--- src/rtl/rr_stream_mux.sv ---
// N-channel valid/ready stream mux with a fixed-priority or round-robin arbiter
// feeding a single registered output stage (1-cycle latency, full throughput).
module rr_stream_mux #(
   parameter int N_CH = 4,
   parameter int DATA_W = 8,
   localparam int SEL_W = $clog2(N_CH)
) (
   input  logic                     clk,
   input  logic                     rst_n,
   input  logic [N_CH*DATA_W-1:0]   in_data,
   input  logic [N_CH-1:0]          in_valid,
   output logic [N_CH-1:0]          in_ready,
   input  logic                     mode,
   output logic [DATA_W-1:0]        out_data,
   output logic [SEL_W-1:0]         out_sel,
   output logic                     out_valid,
   input  logic                     out_ready
);

   logic              load_en;
   logic              any_valid;
   logic              hi_found;
   logic              take;
   logic [SEL_W-1:0]  lo_idx;
   logic [SEL_W-1:0]  hi_idx;
   logic [SEL_W-1:0]  grant;
   logic [SEL_W-1:0]  ptr;
   logic [DATA_W-1:0] grant_data;

   assign load_en = !out_valid || out_ready;
   assign take    = rst_n && load_en && any_valid;

   // Round robin is the lowest valid index at or above ptr, wrapping to the lowest valid overall.
   always_comb begin
      any_valid = 1'b0;
      hi_found  = 1'b0;
      lo_idx    = '0;
      hi_idx    = '0;
      for (int i = N_CH - 1; i >= 0; i--) begin
         if (in_valid[i]) begin
            any_valid = 1'b1;
            lo_idx    = SEL_W'(i);
            if (i >= int'(ptr)) begin
               hi_found = 1'b1;
               hi_idx   = SEL_W'(i);
            end
         end
      end
      grant = (mode && hi_found) ? hi_idx : lo_idx;
   end

   always_comb begin
      grant_data = '0;
      in_ready   = '0;
      for (int i = 0; i < N_CH; i++) begin
         if (grant == SEL_W'(i)) begin
            grant_data  = in_data[i*DATA_W +: DATA_W];
            in_ready[i] = take;
         end
      end
   end

   always_ff @(posedge clk or negedge rst_n) begin
      if (!rst_n) begin
         out_valid <= 1'b0;
         out_data  <= '0;
         out_sel   <= '0;
         ptr       <= '0;
      end else if (take) begin
         out_valid <= 1'b1;
         out_data  <= grant_data;
         out_sel   <= grant;
         ptr       <= (grant == SEL_W'(N_CH - 1)) ? '0 : grant + SEL_W'(1);
      end else if (out_ready) begin
         out_valid <= 1'b0;
      end
   end

endmodule
--- config.mk ---
export PLATFORM = sky130hd
export DESIGN_NAME = rr_stream_mux
export DESIGN_NICKNAME = d
export VERILOG_FILES = /design/src/rtl/rr_stream_mux.sv
export SDC_FILE = /design/constraint.sdc
export NUM_CORES = 1
export LEC_CHECK = 0
export CORE_MARGIN = 3
export CORE_UTILIZATION = 26
export CTS_CLUSTER_DIAMETER = 200
export CTS_CLUSTER_SIZE = 40
export DETAILED_ROUTE_END_ITERATION = 6
export PLACE_DENSITY_LB_ADDON = 0.1
export RECOVER_POWER = 25
export SLEW_MARGIN = 25
export SYNTH_ARGS = -nofsm -noshare
export SYNTH_HDL_FRONTEND = slang
export SYNTH_SLANG_ARGS = --single-unit
--- constraint.sdc ---
create_clock -name clk -period 2.5 [get_ports clk]
set_input_delay 0.5 -clock clk [delete_from_list [all_inputs] [get_ports clk]]
set_output_delay 0.5 -clock clk [all_outputs]
set_load 0.1 [all_outputs]
### Cell area per tile

The die is cut into 7 by 7 equal tiles; black is low, pale yellow is high, 0 to 100% covered.
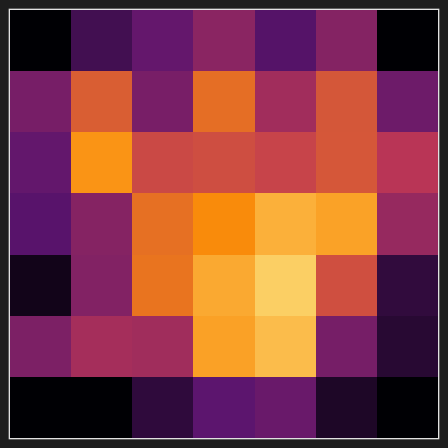
- densest ninth of the die: middle
- nearly empty tiles: 10%
- fullest tile: 90%
- tiles over 75% full: 14%
Core Util at FP: 0.281
Final Util: 0.549
core footprint: 0.00347 sq mm

### Drive-strength map

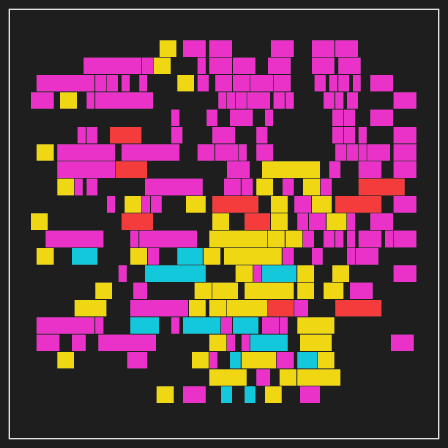
- red: x6 and larger (cells 9)
- yellow: x3 and x4 (cells 49)
- magenta: x1 and smaller (cells 129)
- cyan: x2 (cells 12)

### Track usage over the die

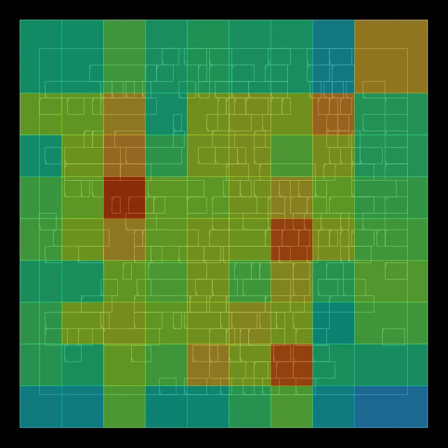
grt met2 use: 0.211
GRT Total Usage: 0.139

### Placement by cell class

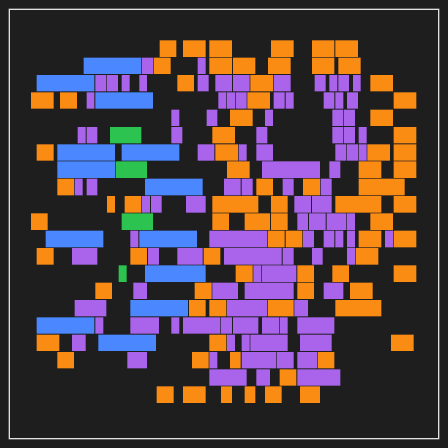
- purple: remaining logic cells (cells 103; share of their area 40%)
- orange: remaining buffers and delay cells (cells 79; share of their area 39%)
- blue: sequential cells (cells 13; share of their area 18%)
- green: clock drivers and dummy loads (cells 4; share of their area 2.4%)

### Sequential cells coloured by netlist name

Other sequential cells in the stronger grey, the rest of the logic in the fainter grey.
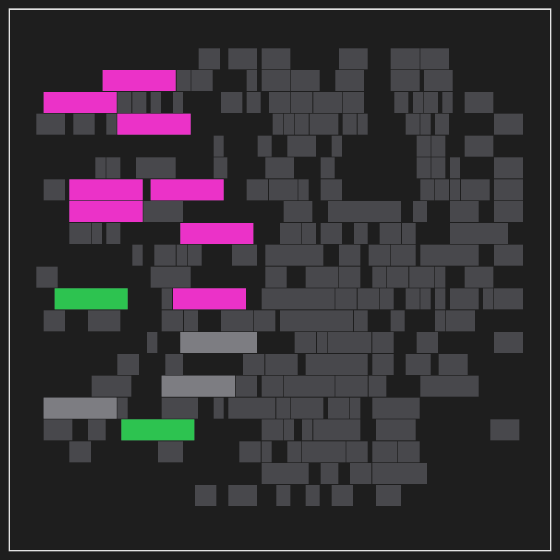
- green: `out_sel` (sequential cells 2)
- magenta: `out_data` (sequential cells 8)
- not coloured: 3

==> results_slide.txt <==
Flow Results at a Glance

Detailed routing
  • Met1 wire length: 1540 um
  • Residual DRC: 0

Worst setup path
  • Cell breakdown of the critical path: mux2_4, a32oi_2, a21boi_4, a31o_4, ha_4, and2_4, buf_12
  • WS Path Type: reg2out
  • Max FO, Critical Path: 4
  • R2R Setup Slk: 0.18 ns
  • WP buf/inv: 1
  • Family with the most delay on the worst path: AND-OR/OR-AND gates
  • Crit. path cell count: 7

Power and ir drop
  • Pleak: 0.843 nW
  • Power, Total: roughly 0.0018 W
  • Sequential fraction of design power: 0.187
  • Peak VDD IR: between 600 and 700 uV

Floorplanning
  • Die width: 67.3 um
  • Die Y: a little under 70 um

Global route
  • Busiest layer in global routing: met2

Synthesis
  • Mapped Area: 976 sq um
  • Yosys top cell by instances: a21oi_1
  • Avg Inst Size Synth: 7.75 sq um
  • Dominant comb cell: AND-OR/OR-AND gates
  • Top cells by count, synth: a21oi_1 (25), dfrtp_1 (13), inv_1 (11), nand2_1 (10), nor2_1 (10)
  • Adder Share, Synth: 0.0513

Hold path
  • Worst hold start: out_valid
  • Min-delay worst type: reg2reg

Cells and area
  • Fin cells: 245
  • Seq area share: 0.171
  • Combinational share of cell area: 0.371
  • Reg area: 327 sq um
  • Syn-to-layout area delta: 95.1%

CTS
  • Skew-Pair Late Insertion Delay: around 0.24 ns

Run
  • Max-cap violation count: 0

STA
  • Final count of pins violating max slew: 0
  • Final worst clock skew: 0.00130 ns
  • Rel. slew slack: 0.534
  • RSZ-0062 raised after global routing: true
  • Final WS setup: -0.00334 ns
  • Setup_tns: -0.00334 ns
  • Final setup vio count: 1

Outcome
  • Violations in the final reports: setup timing
  • Status: finished with violations
[cells in the final DEF (no fill, tap or decap), types with 2 or more instances in the layout]
cell type / synthesis / final
ha_4: 0 / 3
a21oi_1: 25 / 24
nor2b_1: 4 / 2
nor2_1: 10 / 10
clkbuf_8: 0 / 3
nand2b_1: 2 / 2
nand2_1: 10 / 10
clkbuf_2: 0 / 2
nor2b_4: 0 / 2
inv_1: 11 / 11
a22oi_1: 8 / 8
buf_6: 1 / 2
mux2_2: 3 / 2
clkbuf_1: 8 / 2
clkdlybuf4s50_1: 0 / 33
dfrtp_1: 13 / 12
buf_4: 0 / 33
o21ai_0: 9 / 9
and2_4: 0 / 4
buf_12: 0 / 4
[state kept, by name (all words and copies together), names as in the netlist]
signal,flops
out_data,8
out_sel,2
out_valid,1
ptr,2
Power is estimated from default activity; no workload was simulated.
